--- src/rtl/multicycle_ctrl_pkg.sv ---
// Shared encodings for the multi-cycle control FSM: states, mux select codes,
// trap causes and the decoder instruction ids with class helpers.
package multicycle_ctrl_pkg;

   typedef enum logic [2:0] {
      S_RESET, S_FETCH, S_DECODE, S_EXEC, S_MEM, S_WB, S_TRAP, S_HALT
   } state_t;

   // pc_sel codes
   localparam logic [1:0] PC_PLUS4 = 2'b00;
   localparam logic [1:0] PC_REL   = 2'b01;
   localparam logic [1:0] PC_JALR  = 2'b10;
   localparam logic [1:0] PC_TRAP  = 2'b11;

   // wb_sel codes
   localparam logic [1:0] WB_ALU  = 2'b00;
   localparam logic [1:0] WB_LOAD = 2'b01;
   localparam logic [1:0] WB_PC4  = 2'b10;
   localparam logic [1:0] WB_CSR  = 2'b11;

   // trap_cause codes
   localparam logic [1:0] CAUSE_ILLEGAL = 2'd0;
   localparam logic [1:0] CAUSE_ECALL   = 2'd1;
   localparam logic [1:0] CAUSE_BUS     = 2'd2;

   // Instruction ids as produced by the decoder (RV32I + Zicsr order)
   localparam logic [5:0] ID_LUI    = 6'd0;
   localparam logic [5:0] ID_AUIPC  = 6'd1;
   localparam logic [5:0] ID_JAL    = 6'd2;
   localparam logic [5:0] ID_JALR   = 6'd3;
   localparam logic [5:0] ID_BEQ    = 6'd4;
   localparam logic [5:0] ID_BNE    = 6'd5;
   localparam logic [5:0] ID_BLT    = 6'd6;
   localparam logic [5:0] ID_BGE    = 6'd7;
   localparam logic [5:0] ID_BLTU   = 6'd8;
   localparam logic [5:0] ID_BGEU   = 6'd9;
   localparam logic [5:0] ID_LB     = 6'd10;
   localparam logic [5:0] ID_LH     = 6'd11;
   localparam logic [5:0] ID_LW     = 6'd12;
   localparam logic [5:0] ID_LBU    = 6'd13;
   localparam logic [5:0] ID_LHU    = 6'd14;
   localparam logic [5:0] ID_SB     = 6'd15;
   localparam logic [5:0] ID_SH     = 6'd16;
   localparam logic [5:0] ID_SW     = 6'd17;
   localparam logic [5:0] ID_ADDI   = 6'd18;
   localparam logic [5:0] ID_ADD    = 6'd27;
   localparam logic [5:0] ID_FENCE  = 6'd37;
   localparam logic [5:0] ID_ECALL  = 6'd38;
   localparam logic [5:0] ID_EBREAK = 6'd39;
   localparam logic [5:0] ID_CSRRW  = 6'd40;
   localparam logic [5:0] ID_CSRRS  = 6'd41;
   localparam logic [5:0] ID_CSRRC  = 6'd42;
   localparam logic [5:0] ID_CSRRWI = 6'd43;
   localparam logic [5:0] ID_CSRRSI = 6'd44;
   localparam logic [5:0] ID_CSRRCI = 6'd45;
   localparam logic [5:0] ILLEGAL_ID = 6'd63;

   function automatic logic is_load(input logic [5:0] id);
      return id inside {ID_LB, ID_LH, ID_LW, ID_LBU, ID_LHU};
   endfunction

   function automatic logic is_store(input logic [5:0] id);
      return id inside {ID_SB, ID_SH, ID_SW};
   endfunction

   function automatic logic is_branch(input logic [5:0] id);
      return id inside {ID_BEQ, ID_BNE, ID_BLT, ID_BGE, ID_BLTU, ID_BGEU};
   endfunction

   function automatic logic is_csr(input logic [5:0] id);
      return id inside {ID_CSRRW, ID_CSRRS, ID_CSRRC, ID_CSRRWI, ID_CSRRSI, ID_CSRRCI};
   endfunction

endpackage

--- src/rtl/multicycle_ctrl_timeout_cnt.sv ---
// Bus-wait watchdog: counts cycles spent waiting for an ack and flags expiry
// in the MEM_TIMEOUT-th waiting cycle, so an ack in that same cycle still wins.
module ctrl_timeout_cnt #(
   parameter int MEM_TIMEOUT = 255
) (
   input  logic clk,
   input  logic rst,
   input  logic clr,
   input  logic en,
   output logic expired
);
   localparam int TO_W = 16;

   logic [TO_W-1:0] cnt;

   assign expired = (cnt == TO_W'(MEM_TIMEOUT - 1));

   // Clear on every state change, otherwise count up and saturate at expiry
   always_ff @(posedge clk or posedge rst) begin
      if (rst)
         cnt <= '0;
      else if (clr)
         cnt <= '0;
      else if (en && !expired)
         cnt <= cnt + TO_W'(1);
   end

endmodule

--- src/rtl/multicycle_ctrl.sv ---
// Multi-cycle control FSM: sequences fetch/decode/exec/mem/writeback, raises
// traps on illegal/ecall/bus timeout, halts on ebreak, counts retirements.
module multicycle_ctrl
   import multicycle_ctrl_pkg::*;
#(
   parameter int MEM_TIMEOUT = 255,
   parameter int CNT_W       = 32
) (
   input  logic             clk,
   input  logic             rst,
   output logic             imem_req,
   input  logic             imem_ack,
   input  logic [5:0]       instr_id,
   input  logic             br_taken,
   output logic             mem_req,
   output logic             mem_we,
   input  logic             mem_ack,
   output logic             pc_we,
   output logic [1:0]       pc_sel,
   output logic             rf_we,
   output logic [1:0]       wb_sel,
   output logic             csr_we,
   output logic             trap,
   output logic [1:0]       trap_cause,
   output logic             halt,
   output logic [CNT_W-1:0] instret
);
   state_t     state, state_nxt;
   logic [1:0] cause_nxt;
   logic [5:0] id_q;
   logic       waiting;
   logic       expired;

   assign waiting = (state == S_FETCH) || (state == S_MEM);

   ctrl_timeout_cnt #(.MEM_TIMEOUT(MEM_TIMEOUT)) u_timeout (
      .clk     (clk),
      .rst     (rst),
      .clr     (state_nxt != state),
      .en      (waiting),
      .expired (expired)
   );

   // State register
   always_ff @(posedge clk or posedge rst) begin
      if (rst) state <= S_RESET;
      else     state <= state_nxt;
   end

   // Next-state logic and the cause of any trap being entered
   always_comb begin
      state_nxt = state;
      cause_nxt = CAUSE_ILLEGAL;
      case (state)
         S_RESET:  state_nxt = S_FETCH;
         S_FETCH: begin
            if (imem_ack) state_nxt = S_DECODE;
            else if (expired) begin
               state_nxt = S_TRAP;
               cause_nxt = CAUSE_BUS;
            end
         end
         S_DECODE: state_nxt = S_EXEC;
         S_EXEC: begin
            if (instr_id == ILLEGAL_ID) begin
               state_nxt = S_TRAP;
               cause_nxt = CAUSE_ILLEGAL;
            end else if (instr_id == ID_ECALL) begin
               state_nxt = S_TRAP;
               cause_nxt = CAUSE_ECALL;
            end else if (instr_id == ID_EBREAK)
               state_nxt = S_HALT;
            else if (is_load(instr_id) || is_store(instr_id))
               state_nxt = S_MEM;
            else if (is_branch(instr_id))
               state_nxt = S_FETCH;
            else
               state_nxt = S_WB;
         end
         S_MEM: begin
            if (mem_ack) state_nxt = is_store(id_q) ? S_FETCH : S_WB;
            else if (expired) begin
               state_nxt = S_TRAP;
               cause_nxt = CAUSE_BUS;
            end
         end
         S_WB:     state_nxt = S_FETCH;
         S_TRAP:   state_nxt = S_FETCH;
         S_HALT:   state_nxt = S_HALT;
         default:  state_nxt = S_RESET;
      endcase
   end

   // Outputs: decoded from state; branch/store PC strobes also use the
   // same-cycle compare result and ack so the PC moves in that cycle
   always_comb begin
      imem_req = 1'b0;
      mem_req  = 1'b0;
      mem_we   = 1'b0;
      pc_we    = 1'b0;
      pc_sel   = PC_PLUS4;
      rf_we    = 1'b0;
      wb_sel   = WB_ALU;
      csr_we   = 1'b0;
      trap     = 1'b0;
      halt     = 1'b0;
      case (state)
         S_FETCH: imem_req = 1'b1;
         S_EXEC: begin
            if (is_branch(instr_id)) begin
               pc_we  = 1'b1;
               pc_sel = br_taken ? PC_REL : PC_PLUS4;
            end
         end
         S_MEM: begin
            mem_req = 1'b1;
            mem_we  = is_store(id_q);
            if (mem_ack && is_store(id_q)) pc_we = 1'b1;
         end
         S_WB: begin
            rf_we  = 1'b1;
            pc_we  = 1'b1;
            csr_we = is_csr(id_q);
            if (is_load(id_q))                         wb_sel = WB_LOAD;
            else if (id_q == ID_JAL || id_q == ID_JALR) wb_sel = WB_PC4;
            else if (is_csr(id_q))                     wb_sel = WB_CSR;
            if (id_q == ID_JAL)       pc_sel = PC_REL;
            else if (id_q == ID_JALR) pc_sel = PC_JALR;
         end
         S_TRAP: begin
            trap   = 1'b1;
            pc_we  = 1'b1;
            pc_sel = PC_TRAP;
         end
         S_HALT: halt = 1'b1;
         default: ;
      endcase
   end

   // Hold the decoded id past EXEC so MEM/WB do not depend on the decoder
   always_ff @(posedge clk or posedge rst) begin
      if (rst)                  id_q <= '0;
      else if (state == S_EXEC) id_q <= instr_id;
   end

   // Latch the cause when a trap is entered; held until the next trap
   always_ff @(posedge clk or posedge rst) begin
      if (rst)                     trap_cause <= CAUSE_ILLEGAL;
      else if (state_nxt == S_TRAP) trap_cause <= cause_nxt;
   end

   // Every PC update except the trap redirect retires an instruction
   always_ff @(posedge clk or posedge rst) begin
      if (rst)                          instret <= '0;
      else if (pc_we && state != S_TRAP) instret <= instret + CNT_W'(1);
   end

endmodule

--- config.mk ---
export PLATFORM = sky130hd
export DESIGN_NAME = multicycle_ctrl
export DESIGN_NICKNAME = d
export VERILOG_FILES = /design/src/rtl/multicycle_ctrl_pkg.sv /design/src/rtl/multicycle_ctrl_timeout_cnt.sv /design/src/rtl/multicycle_ctrl.sv
export SDC_FILE = /design/constraint.sdc
export NUM_CORES = 1
export LEC_CHECK = 0
export CAP_MARGIN = 10
export CELL_PAD_IN_SITES_DETAIL_PLACEMENT = 0
export CELL_PAD_IN_SITES_GLOBAL_PLACEMENT = 1
export CORE_ASPECT_RATIO = 1.4
export CORE_MARGIN = 5
export CORE_UTILIZATION = 45
export DETAILED_ROUTE_END_ITERATION = 8
export PLACE_DENSITY = 0.94
export SLEW_MARGIN = 20
export SYNTH_ARGS = -nofsm -noshare
export SYNTH_HDL_FRONTEND = slang
export SYNTH_HIERARCHICAL = 1
export SYNTH_SLANG_ARGS = --single-unit
--- constraint.sdc ---
create_clock -name clk -period 6.2 [get_ports clk]
set_input_delay 0.93 -clock clk [delete_from_list [all_inputs] [get_ports clk]]
set_output_delay 0.93 -clock clk [all_outputs]
set_load 0.03 [all_outputs]
Figure 1. Clock nets.
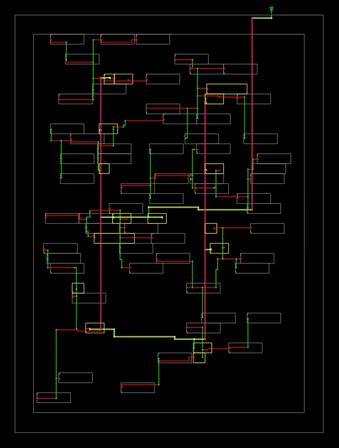
Clock Sinks: 59
power drawn by the clock network: 0.399 mW
Layout clock buffers: 9
flip-flops: 59

Figure 2. Met3 routing.
Drawn at 4 px/µm.
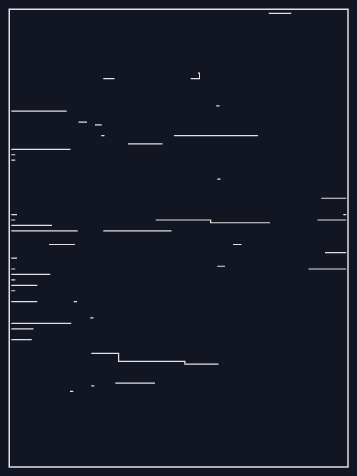
- longest straight run: 20.7 µm
- main direction: horizontal
- nets with wire on the layer: 34

==> COMMIT_EDITMSG <==
Refresh implementation metrics

* Status: completed
* Data arrival, critical path: 3.38 ns
- In the power breakdown, the internal column shows about 0.94 mW.
- Non-Filler Instances: 514
* Share of cell area taken by multi-input logic gates: 43.1%
- According to the floorplan report, the total die area is just under 0.01 mm².
* Worst reg2reg path endpoint: u_timeout/cnt[0]
- Per STA, the highest per-stage delay on the worst path measures between 0.6 and 0.7 ns.
- The synthesized netlist was found by Yosys to have 356 cells.
- Setup Total Neg Slack: 0 ns
- Average wire length per cell after detail routing: ~15 µm
- In the final layout, excluding clock buffers the buffer count is 58.
* Placeable Area: 0.00765 mm²
- The routed design has 7.91 mm of wire.
- Via density per instance: around 5.6
- The critical path contains buffers and inverters numbering 2 combined.
* Max-slew violation count: 0
- The synthesized netlist devotes 9.06% of its cell area to XOR and XNOR gates.
- Of the total power, the share spent switching nets is around two fifths.
- In the placement report, post-DP HPWL is listed as 5.63 mm.
* Switching Power: roughly 0.65 mW
- Core Util, Final: 56.3%
- Top-count cell post-synth: sky130_fd_sc_hd__dfrtp_1
* Compound Share, Synth: 10.1%
Figure 3. Clock distribution.
Drawn at 4 px/µm.
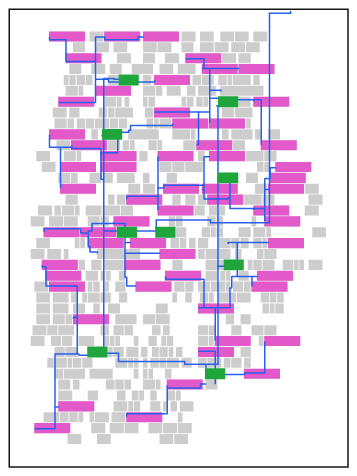
- clock wires: blue (length 850 µm)
- clock drivers: green (count 9)
- flip-flops: magenta (count 59)
- routed clock nets: 10

Figure 4. Logic cells by family.
Drawn at 2 px/µm.
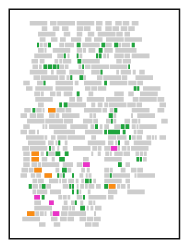
- AND-OR and OR-AND gates: magenta (cells 5)
- NAND gates: green (cells 67)
- multiplexers: orange (cells 7)

-- power groups by stage --
stage	clock network, mW	logic [mW]	registers (mW)
4_1_cts	0.409	0.639	0.553
5_1_grt	0.423	0.697	0.572
2_1_floorplan	0	0.453	0.571
3_3_place_gp	0	0.629	0.557
3_5_place_dp	0	0.636	0.559
6_report	0.399	0.633	0.555
-- flip-flops by register name, summed over array words and instances, names as in the netlist --
name           cells
state              3
id_q               6
instret           32
trap_cause         2
u_timeout/cnt     16
-- metal layers --
layer	wire length (µm)	up-vias	global-route usage [%]
met4	233	0	10.7
met2	4060	54	30.0
met1	3340	1408	21.5
met5	0	-	0
met3	279	16	3.25
li1	-	1405	-
Power and IR drop assume default switching activity.
